==> images/met1.png <==
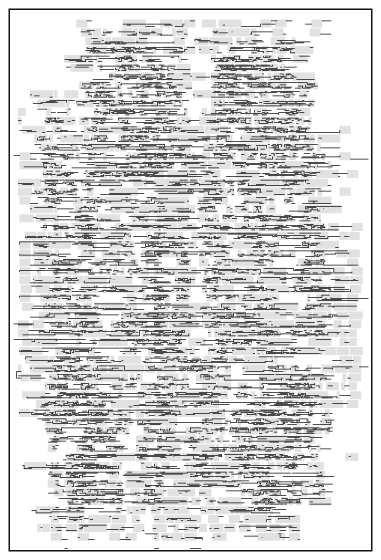
==> images/met2.png <==
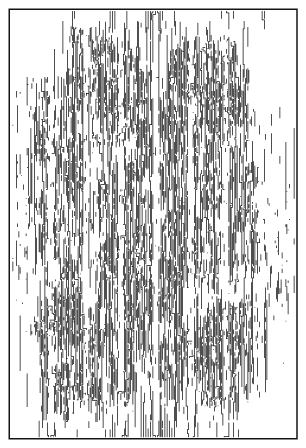
==> images/met4.png <==
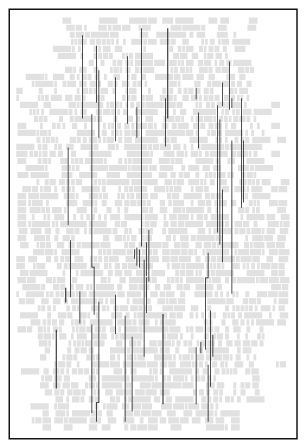
==> images/density.png <==
Scale bar: 20 um. The die is cut into 11 by 17 equal tiles; dark blue is low, red is high, 0 to 100% covered.
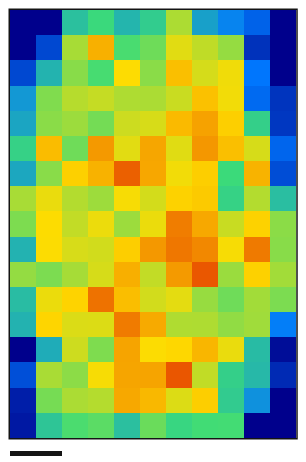
==> src/rtl/tank_pkg.sv <==
// ----------------------------------------------------------------------------
// tank_pkg
//   Shared types and constants for the N-player tank controller.
//   - dir_e    : facing, encoded so the value equals the bit index of the
//                matching move_i / blocked bit (0 down, 1 up, 2 right, 3 left)
//   - pstate_e : per-player life cycle
//   - body/probe offsets relative to a tank's upper-left corner
//   - step_clamp: one movement step with arena clamping (no wrap-around)
// ----------------------------------------------------------------------------
package tank_pkg;

    typedef enum logic [1:0] {
        DIR_DOWN  = 2'd0,
        DIR_UP    = 2'd1,
        DIR_RIGHT = 2'd2,
        DIR_LEFT  = 2'd3
    } dir_e;

    typedef enum logic [1:0] {
        SPAWN  = 2'd0,
        ACTIVE = 2'd1,
        DEAD   = 2'd2
    } pstate_e;

    // Body occupies offsets BODY_LO..BODY_HI on both axes; probes sit one
    // pixel outside the body on each side.
    localparam logic [9:0] BODY_LO    = 10'd2;
    localparam logic [9:0] BODY_HI    = 10'd29;
    localparam logic [9:0] PROBE_NEAR = 10'd1;
    localparam logic [9:0] PROBE_FAR  = 10'd30;

    // Bit positions inside move_i nibbles and blocked flags.
    localparam int unsigned BLK_BOTTOM = 0;
    localparam int unsigned BLK_TOP    = 1;
    localparam int unsigned BLK_RIGHT  = 2;
    localparam int unsigned BLK_LEFT   = 3;

    function automatic dir_e onehot_to_dir(input logic [3:0] m);
        unique case (m)
            4'b0001: return DIR_DOWN;
            4'b0010: return DIR_UP;
            4'b0100: return DIR_RIGHT;
            default: return DIR_LEFT;
        endcase
    endfunction

    // Signed intermediate so a step below zero or past the top saturates
    // instead of wrapping in 10 bits.
    function automatic logic [9:0] step_clamp(input logic [9:0]  pos,
                                              input logic        inc,
                                              input int unsigned speed,
                                              input int unsigned lo,
                                              input int unsigned hi);
        int p;
        p = inc ? (int'(pos) + int'(speed)) : (int'(pos) - int'(speed));
        if (p < int'(lo)) p = int'(lo);
        if (p > int'(hi)) p = int'(hi);
        return p[9:0];
    endfunction

endpackage

==> src/rtl/tank_player_array_if.sv <==
// ----------------------------------------------------------------------------
// tank_player_array_if
//   Raster/video side of the tank controller.
//   master (raster source / mixer): drives frame_start, display_enable,
//          hpos, vpos, cannot_walk_through; receives player_red/green/blue
//   slave  (tank_player_array)    : the reverse
// ----------------------------------------------------------------------------
interface tank_player_array_if #(
    parameter int unsigned COLOR_BITS = 24
);
    logic                    frame_start;
    logic                    display_enable;
    logic [9:0]              hpos;
    logic [9:0]              vpos;
    logic                    cannot_walk_through;
    logic [COLOR_BITS/3-1:0] player_red;
    logic [COLOR_BITS/3-1:0] player_green;
    logic [COLOR_BITS/3-1:0] player_blue;

    modport master (
        output frame_start, display_enable, hpos, vpos, cannot_walk_through,
        input  player_red, player_green, player_blue
    );

    modport slave (
        input  frame_start, display_enable, hpos, vpos, cannot_walk_through,
        output player_red, player_green, player_blue
    );
endinterface

==> src/rtl/tank_player_unit.sv <==
// ----------------------------------------------------------------------------
// tank_player_unit
//   One tank: life-cycle FSM, position/facing, wall probes and committed
//   blocked flags.
//   Ports:
//     clk_i, reset_i        clock, synchronous active-high reset
//     move_tick_i           movement strobe
//     frame_start_i         commits sampled probe hits into blocked_o
//     display_enable_i      raster visible
//     hpos_i, vpos_i        raster position
//     solid_i               pixel at (hpos,vpos) counts as solid
//     move_i                one-hot {left,right,up,down}
//     hit_i                 kill pulse
//     x_o, y_o, dir_o       position (upper-left corner) and facing
//     alive_o               1 in ACTIVE
//     blocked_o             {left,right,top,bottom}
//     occ_o                 raster pixel is in this tank's body and tank is not DEAD
//     show_o                tank is currently visible (ACTIVE, or SPAWN blink phase)
// ----------------------------------------------------------------------------
module tank_player_unit
    import tank_pkg::*;
#(
    parameter logic [9:0]  X_INIT        = 10'd224,
    parameter logic [9:0]  Y_INIT        = 10'd64,
    parameter int unsigned MOVE_SPEED    = 1,
    parameter int unsigned X_MIN         = 0,
    parameter int unsigned X_MAX         = 608,
    parameter int unsigned Y_MIN         = 0,
    parameter int unsigned Y_MAX         = 448,
    parameter int unsigned SPAWN_TICKS   = 64,
    parameter int unsigned RESPAWN_TICKS = 128
) (
    input  logic       clk_i,
    input  logic       reset_i,
    input  logic       move_tick_i,
    input  logic       frame_start_i,
    input  logic       display_enable_i,
    input  logic [9:0] hpos_i,
    input  logic [9:0] vpos_i,
    input  logic       solid_i,
    input  logic [3:0] move_i,
    input  logic       hit_i,
    output logic [9:0] x_o,
    output logic [9:0] y_o,
    output logic [1:0] dir_o,
    output logic       alive_o,
    output logic [3:0] blocked_o,
    output logic       occ_o,
    output logic       show_o
);

    localparam int unsigned CNT_MAX = (SPAWN_TICKS > RESPAWN_TICKS) ? SPAWN_TICKS : RESPAWN_TICKS;
    // At least 4 bits so the spawn blink bit cnt[3] always exists.
    localparam int unsigned CNT_W   = ($clog2(CNT_MAX + 1) < 4) ? 4 : $clog2(CNT_MAX + 1);
    localparam logic [CNT_W-1:0] SPAWN_CNT   = CNT_W'(SPAWN_TICKS);
    localparam logic [CNT_W-1:0] RESPAWN_CNT = CNT_W'(RESPAWN_TICKS);

    pstate_e          state_q;
    dir_e             dir_q;
    logic [9:0]       x_q, y_q;
    logic [CNT_W-1:0] cnt_q;
    logic [3:0]       blocked_q, pend_q;

    logic [9:0] dx, dy;
    logic       dx_in, dy_in, body;
    logic [3:0] probe, hits;
    logic       move_valid;
    dir_e       move_dir;
    logic [9:0] x_d, y_d;

    // Raster offsets relative to the tank corner, 10-bit modulo.
    always_comb begin
        dx    = hpos_i - x_q;
        dy    = vpos_i - y_q;
        dx_in = (dx >= BODY_LO) && (dx <= BODY_HI);
        dy_in = (dy >= BODY_LO) && (dy <= BODY_HI);
        body  = dx_in && dy_in;

        probe             = '0;
        probe[BLK_TOP]    = dx_in && (dy == PROBE_NEAR);
        probe[BLK_BOTTOM] = dx_in && (dy == PROBE_FAR);
        probe[BLK_LEFT]   = dy_in && (dx == PROBE_NEAR);
        probe[BLK_RIGHT]  = dy_in && (dx == PROBE_FAR);

        hits = (state_q != DEAD && display_enable_i && solid_i) ? probe : '0;
    end

    // Candidate position for an accepted move; FSM decides whether to take it.
    always_comb begin
        move_valid = $onehot(move_i);
        move_dir   = onehot_to_dir(move_i);
        x_d        = x_q;
        y_d        = y_q;
        if (move_valid && !blocked_q[move_dir]) begin
            unique case (move_dir)
                DIR_DOWN:  y_d = step_clamp(y_q, 1'b1, MOVE_SPEED, Y_MIN, Y_MAX);
                DIR_UP:    y_d = step_clamp(y_q, 1'b0, MOVE_SPEED, Y_MIN, Y_MAX);
                DIR_RIGHT: x_d = step_clamp(x_q, 1'b1, MOVE_SPEED, X_MIN, X_MAX);
                default:   x_d = step_clamp(x_q, 1'b0, MOVE_SPEED, X_MIN, X_MAX);
            endcase
        end
    end

    always_ff @(posedge clk_i) begin
        if (reset_i) begin
            state_q   <= SPAWN;
            dir_q     <= DIR_UP;
            x_q       <= X_INIT;
            y_q       <= Y_INIT;
            cnt_q     <= SPAWN_CNT;
            blocked_q <= '0;
            pend_q    <= '0;
        end else begin
            if (frame_start_i) begin
                blocked_q <= pend_q | hits;
                pend_q    <= '0;
            end else begin
                pend_q <= pend_q | hits;
            end

            unique case (state_q)
                SPAWN: begin
                    if (cnt_q == '0)      state_q <= ACTIVE;
                    else if (move_tick_i) cnt_q   <= cnt_q - CNT_W'(1);
                end
                ACTIVE: begin
                    // A kill in the same cycle as a tick suppresses the move.
                    if (hit_i) begin
                        state_q <= DEAD;
                        cnt_q   <= RESPAWN_CNT;
                    end else if (move_tick_i && move_valid) begin
                        dir_q <= move_dir;
                        x_q   <= x_d;
                        y_q   <= y_d;
                    end
                end
                DEAD: begin
                    if (cnt_q == '0) begin
                        state_q   <= SPAWN;
                        cnt_q     <= SPAWN_CNT;
                        x_q       <= X_INIT;
                        y_q       <= Y_INIT;
                        blocked_q <= '0;
                        pend_q    <= '0;
                    end else if (move_tick_i) begin
                        cnt_q <= cnt_q - CNT_W'(1);
                    end
                end
                default: state_q <= SPAWN;
            endcase
        end
    end

    assign x_o       = x_q;
    assign y_o       = y_q;
    assign dir_o     = dir_q;
    assign alive_o   = (state_q == ACTIVE);
    assign blocked_o = blocked_q;
    assign occ_o     = body && (state_q != DEAD);
    assign show_o    = (state_q == ACTIVE) || (state_q == SPAWN && cnt_q[3]);

endmodule

==> src/rtl/tank_player_array.sv <==
// ----------------------------------------------------------------------------
// tank_player_array
//   N-player tank controller: one tank_player_unit per player, colour
//   priority mux (lowest index wins) and optional tank-to-tank blocking.
//   Build option: define TANK_COLLIDE_EN to make a probe pixel solid when it
//   lies in the body of any other ACTIVE/SPAWN player; undefined, only map
//   pixels block.
//   Ports:
//     clk_i, reset_i   clock, synchronous active-high reset
//     move_tick_i      movement strobe
//     move_i           4*N one-hot {left,right,up,down} per player
//     hit_i            N kill pulses
//     vid              raster in / pixel colour out (slave modport)
//     player_x_o/_y_o  10*N positions, player_dir_o 2*N facing
//     player_alive_o   N, blocked_o 4*N {left,right,top,bottom}
// ----------------------------------------------------------------------------
module tank_player_array
    import tank_pkg::*;
#(
    parameter int unsigned                       NUM_PLAYERS   = 2,
    parameter int unsigned                       COLOR_BITS    = 24,
    parameter logic [10*NUM_PLAYERS-1:0]         X_INIT        = {10'd224, 10'd224},
    parameter logic [10*NUM_PLAYERS-1:0]         Y_INIT        = {10'd416, 10'd64},
    parameter int unsigned                       MOVE_SPEED    = 1,
    parameter int unsigned                       X_MIN         = 0,
    parameter int unsigned                       X_MAX         = 608,
    parameter int unsigned                       Y_MIN         = 0,
    parameter int unsigned                       Y_MAX         = 448,
    parameter int unsigned                       SPAWN_TICKS   = 64,
    parameter int unsigned                       RESPAWN_TICKS = 128,
    parameter logic [COLOR_BITS*NUM_PLAYERS-1:0] PLAYER_COLORS = {24'hFFFF00, 24'h00FF00}
) (
    input  logic                       clk_i,
    input  logic                       reset_i,
    input  logic                       move_tick_i,
    input  logic [4*NUM_PLAYERS-1:0]   move_i,
    input  logic [NUM_PLAYERS-1:0]     hit_i,
    tank_player_array_if.slave         vid,
    output logic [10*NUM_PLAYERS-1:0]  player_x_o,
    output logic [10*NUM_PLAYERS-1:0]  player_y_o,
    output logic [2*NUM_PLAYERS-1:0]   player_dir_o,
    output logic [NUM_PLAYERS-1:0]     player_alive_o,
    output logic [4*NUM_PLAYERS-1:0]   blocked_o
);

    localparam int unsigned CH = COLOR_BITS / 3;

    logic [NUM_PLAYERS-1:0] occ, show, draw;

    for (genvar p = 0; p < NUM_PLAYERS; p++) begin : g_player
        logic solid;
`ifdef TANK_COLLIDE_EN
        logic [NUM_PLAYERS-1:0] others;
        always_comb begin
            others    = occ;
            others[p] = 1'b0;
        end
        assign solid = vid.cannot_walk_through | (|others);
`else
        assign solid = vid.cannot_walk_through;
`endif

        tank_player_unit #(
            .X_INIT        (X_INIT[10*p +: 10]),
            .Y_INIT        (Y_INIT[10*p +: 10]),
            .MOVE_SPEED    (MOVE_SPEED),
            .X_MIN         (X_MIN),
            .X_MAX         (X_MAX),
            .Y_MIN         (Y_MIN),
            .Y_MAX         (Y_MAX),
            .SPAWN_TICKS   (SPAWN_TICKS),
            .RESPAWN_TICKS (RESPAWN_TICKS)
        ) u_unit (
            .clk_i            (clk_i),
            .reset_i          (reset_i),
            .move_tick_i      (move_tick_i),
            .frame_start_i    (vid.frame_start),
            .display_enable_i (vid.display_enable),
            .hpos_i           (vid.hpos),
            .vpos_i           (vid.vpos),
            .solid_i          (solid),
            .move_i           (move_i[4*p +: 4]),
            .hit_i            (hit_i[p]),
            .x_o              (player_x_o[10*p +: 10]),
            .y_o              (player_y_o[10*p +: 10]),
            .dir_o            (player_dir_o[2*p +: 2]),
            .alive_o          (player_alive_o[p]),
            .blocked_o        (blocked_o[4*p +: 4]),
            .occ_o            (occ[p]),
            .show_o           (show[p])
        );
    end

    assign draw = occ & show;

    logic [COLOR_BITS-1:0] pix;

    // Walk from the highest index down so the lowest drawn index is written last.
    always_comb begin
        pix = '0;
        for (int unsigned i = NUM_PLAYERS; i > 0; i--) begin
            if (draw[i-1]) pix = PLAYER_COLORS[COLOR_BITS*(i-1) +: COLOR_BITS];
        end
        if (!vid.display_enable) pix = '0;
    end

    assign vid.player_red   = pix[3*CH-1 -: CH];
    assign vid.player_green = pix[2*CH-1 -: CH];
    assign vid.player_blue  = pix[CH-1:0];

endmodule
==> src/flat_wrapper.sv <==
// flat-port wrapper written by rule: the top's interface ports become plain ports
module tank_player_array_flat import tank_pkg::*;
#(
    parameter int unsigned                       NUM_PLAYERS   = 2,
    parameter int unsigned                       COLOR_BITS    = 24,
    parameter logic [10*NUM_PLAYERS-1:0]         X_INIT        = {10'd224, 10'd224},
    parameter logic [10*NUM_PLAYERS-1:0]         Y_INIT        = {10'd416, 10'd64},
    parameter int unsigned                       MOVE_SPEED    = 1,
    parameter int unsigned                       X_MIN         = 0,
    parameter int unsigned                       X_MAX         = 608,
    parameter int unsigned                       Y_MIN         = 0,
    parameter int unsigned                       Y_MAX         = 448,
    parameter int unsigned                       SPAWN_TICKS   = 64,
    parameter int unsigned                       RESPAWN_TICKS = 128,
    parameter logic [COLOR_BITS*NUM_PLAYERS-1:0] PLAYER_COLORS = {24'hFFFF00, 24'h00FF00}
)
  (clk_i, reset_i, move_tick_i, move_i, hit_i, player_x_o, player_y_o, player_dir_o, player_alive_o, blocked_o, vid_frame_start, vid_display_enable, vid_hpos, vid_vpos, vid_cannot_walk_through, vid_player_red, vid_player_green, vid_player_blue);
  tank_player_array_if #(.COLOR_BITS(COLOR_BITS)) vid_i ();
  input  logic clk_i;
  input  logic reset_i;
  input  logic move_tick_i;
  input  logic [4*NUM_PLAYERS-1:0] move_i;
  input  logic [NUM_PLAYERS-1:0] hit_i;
  output logic [10*NUM_PLAYERS-1:0] player_x_o;
  output logic [10*NUM_PLAYERS-1:0] player_y_o;
  output logic [2*NUM_PLAYERS-1:0] player_dir_o;
  output logic [NUM_PLAYERS-1:0] player_alive_o;
  output logic [4*NUM_PLAYERS-1:0] blocked_o;
  input wire logic [$bits(vid_i.frame_start)-1:0] vid_frame_start;
  input wire logic [$bits(vid_i.display_enable)-1:0] vid_display_enable;
  input wire logic [$bits(vid_i.hpos)-1:0] vid_hpos;
  input wire logic [$bits(vid_i.vpos)-1:0] vid_vpos;
  input wire logic [$bits(vid_i.cannot_walk_through)-1:0] vid_cannot_walk_through;
  output wire logic [$bits(vid_i.player_red)-1:0] vid_player_red;
  output wire logic [$bits(vid_i.player_green)-1:0] vid_player_green;
  output wire logic [$bits(vid_i.player_blue)-1:0] vid_player_blue;
  assign vid_i.frame_start = vid_frame_start;
  assign vid_i.display_enable = vid_display_enable;
  assign vid_i.hpos = vid_hpos;
  assign vid_i.vpos = vid_vpos;
  assign vid_i.cannot_walk_through = vid_cannot_walk_through;
  assign vid_player_red = vid_i.player_red;
  assign vid_player_green = vid_i.player_green;
  assign vid_player_blue = vid_i.player_blue;
  tank_player_array #(.NUM_PLAYERS(NUM_PLAYERS), .COLOR_BITS(COLOR_BITS), .X_INIT(X_INIT), .Y_INIT(Y_INIT), .MOVE_SPEED(MOVE_SPEED), .X_MIN(X_MIN), .X_MAX(X_MAX), .Y_MIN(Y_MIN), .Y_MAX(Y_MAX), .SPAWN_TICKS(SPAWN_TICKS), .RESPAWN_TICKS(RESPAWN_TICKS), .PLAYER_COLORS(PLAYER_COLORS)) u_core (.clk_i(clk_i), .reset_i(reset_i), .move_tick_i(move_tick_i), .move_i(move_i), .hit_i(hit_i), .vid(vid_i), .player_x_o(player_x_o), .player_y_o(player_y_o), .player_dir_o(player_dir_o), .player_alive_o(player_alive_o), .blocked_o(blocked_o));
endmodule
==> config.mk <==
export PLATFORM = sky130hd
export DESIGN_NAME = tank_player_array_flat
export DESIGN_NICKNAME = d
export VERILOG_FILES = /design/src/rtl/tank_pkg.sv /design/src/rtl/tank_player_array_if.sv /design/src/rtl/tank_player_unit.sv /design/src/rtl/tank_player_array.sv /design/src/flat_wrapper.sv
export SDC_FILE = /design/constraint.sdc
export NUM_CORES = 1
export LEC_CHECK = 0
export ABC_AREA = 0
export CORE_AREA = 2 2 109 164
export DETAILED_ROUTE_END_ITERATION = 10
export DIE_AREA = 0 0 111 166
export GPL_TIMING_DRIVEN = 0
export PLACE_DENSITY = 0.76
export SKIP_CTS_REPAIR_TIMING = 1
export SLEW_MARGIN = 25
export SYNTH_ARGS = -nofsm -noshare
export SYNTH_HDL_FRONTEND = slang
export SYNTH_SLANG_ARGS = --single-unit
==> constraint.sdc <==
create_clock -name clk_i -period 4.85 [get_ports clk_i]
set_input_delay 0.97 -clock clk_i [delete_from_list [all_inputs] [get_ports clk_i]]
set_output_delay 0.97 -clock clk_i [all_outputs]
set_load 0.03 [all_outputs]
==> impl_metrics.py <==
# Physical implementation metrics
metrics = {
    "cells_and_area": {
        "num-clock-buffers": 11,
        "n_all_inverters": 78,
        "clk_share_pct": 2.724,
        "finalNetCount": 1455,
        "buffers": 185,
    },
    "global_routing": {
        "grt_pass1_vias": 9030,
    },
    "critical_path": {
        "startpoint_type": "input port",
        "cp_slowest_cell": "or4_4",
        "r2r_slack_ns": 1.29,
        "worstPathArrival_ns": 3.89,
    },
    "logic_synthesis": {
        "syn_inst": 1212,
        "yosysSeqAreaShare_pct": 18.43,
        "largest_area_cell": "dfxtp_1",
        "common_cells": "116 x nand2_1, 105 x nor2_1, 82 x a21oi_1",
        "synth.avg_cell_area_um2": 7.172,
        "async_flop_share_pct": 0,
        "yosys_area_mm2": 0.008692,
        "edf_count": 0,
        "synth.area.top_cells": "dfxtp_1 18%, ha_1 10%, nand2_1 5.0%",
        "ys_ff": 80,
    },
    "outcome": {
        "violations": "setup timing",
        "status": "finished, violations left",
    },
    "final_timing": {
        "fin_ws_ns": -0.008135,
        "setup_viol": 4,
        "drv_slew": 0,
        "rsz0062_at_grt": "yes",
        "worst_pin_slew_ns": 0.9193,
        "hold-worst-slack_ns": 0.4682,
    },
    "power_and_ir_drop": {
        "maxPowerGroup": "combinational cells",
        "swShare_pct": 46.88,
        "p_clk_w": 0.000718,
        "power_density_mw_per_mm2": 368.4,
    },
    "routing": {
        "antenna_left": 0,
        "route.met2.wl_um": 14270,
        "drc_errors": 0,
        "top_layer": "met4",
        "vias_per_cell": 6.289,
    },
    "placement": {
        "gp_congestion": 1.003,
        "io_buffers": 105,
    },
    "clock_network": {
        "cts_root_buf": "clkbuf_16",
    },
    "run": {
        "warnings": 50,
    },
}
## Picture notes: met1.png
The longest straight run is 32.4 um. The layer carries 10600 um of wire. 1333 nets have wire on it. The wires run mostly horizontal.
vias: 9811
GRT met1 Usage: 32.07%

## Picture notes: met2.png
1240 nets have wire on it. The layer carries 14300 um of wire. The longest straight run is 54.9 um. The wires run mostly vertical.
final WL: 27690 um
met2 Track Usage GR: 52.09%

## Picture notes: met4.png
The layer holds 4.2% of the routed length. 42 nets have wire on it. The wires run mostly vertical. The longest straight run is 84.3 um. The layer carries 1170 um of wire.

## Picture notes: density.png
5.3% of the tiles are nearly empty. The fullest tile reaches 90%. 25% of the tiles are over 75% full. The mean over all tiles is 58%.
Core Util at FP: 50.97%
core area: 0.01705 mm^2
Core Util, Final: 63.84%

## through the flow
| step | worst slack [ns] | total power, W |
|---|---|---|
| final | -0.008135 | 0.004010 |
| after global routing | -0.1388 | 0.004291 |
| after floorplan | -0.003074 | 0.002503 |
| after global placement | -1.306 | 0.003041 |
| after CTS | -1.393 | 0.003795 |
| after detailed placement | -1.383 | 0.003075 |
## cells by family after synthesis
kind of cell             Yosys count  share of synthesized area, %
AND/OR/NAND/NOR                  496                         29.45
AND-OR/OR-AND                    345                         26.11
buffers and inverters            150                         7.557
flip-flops                        80                         18.43
adder cells (fa/ha/maj)           76                         11.46
XOR/XNOR                          43                         4.419
multiplexers                      21                         2.533
other                              1                       0.04314
Power is estimated from default activity; no workload was simulated.
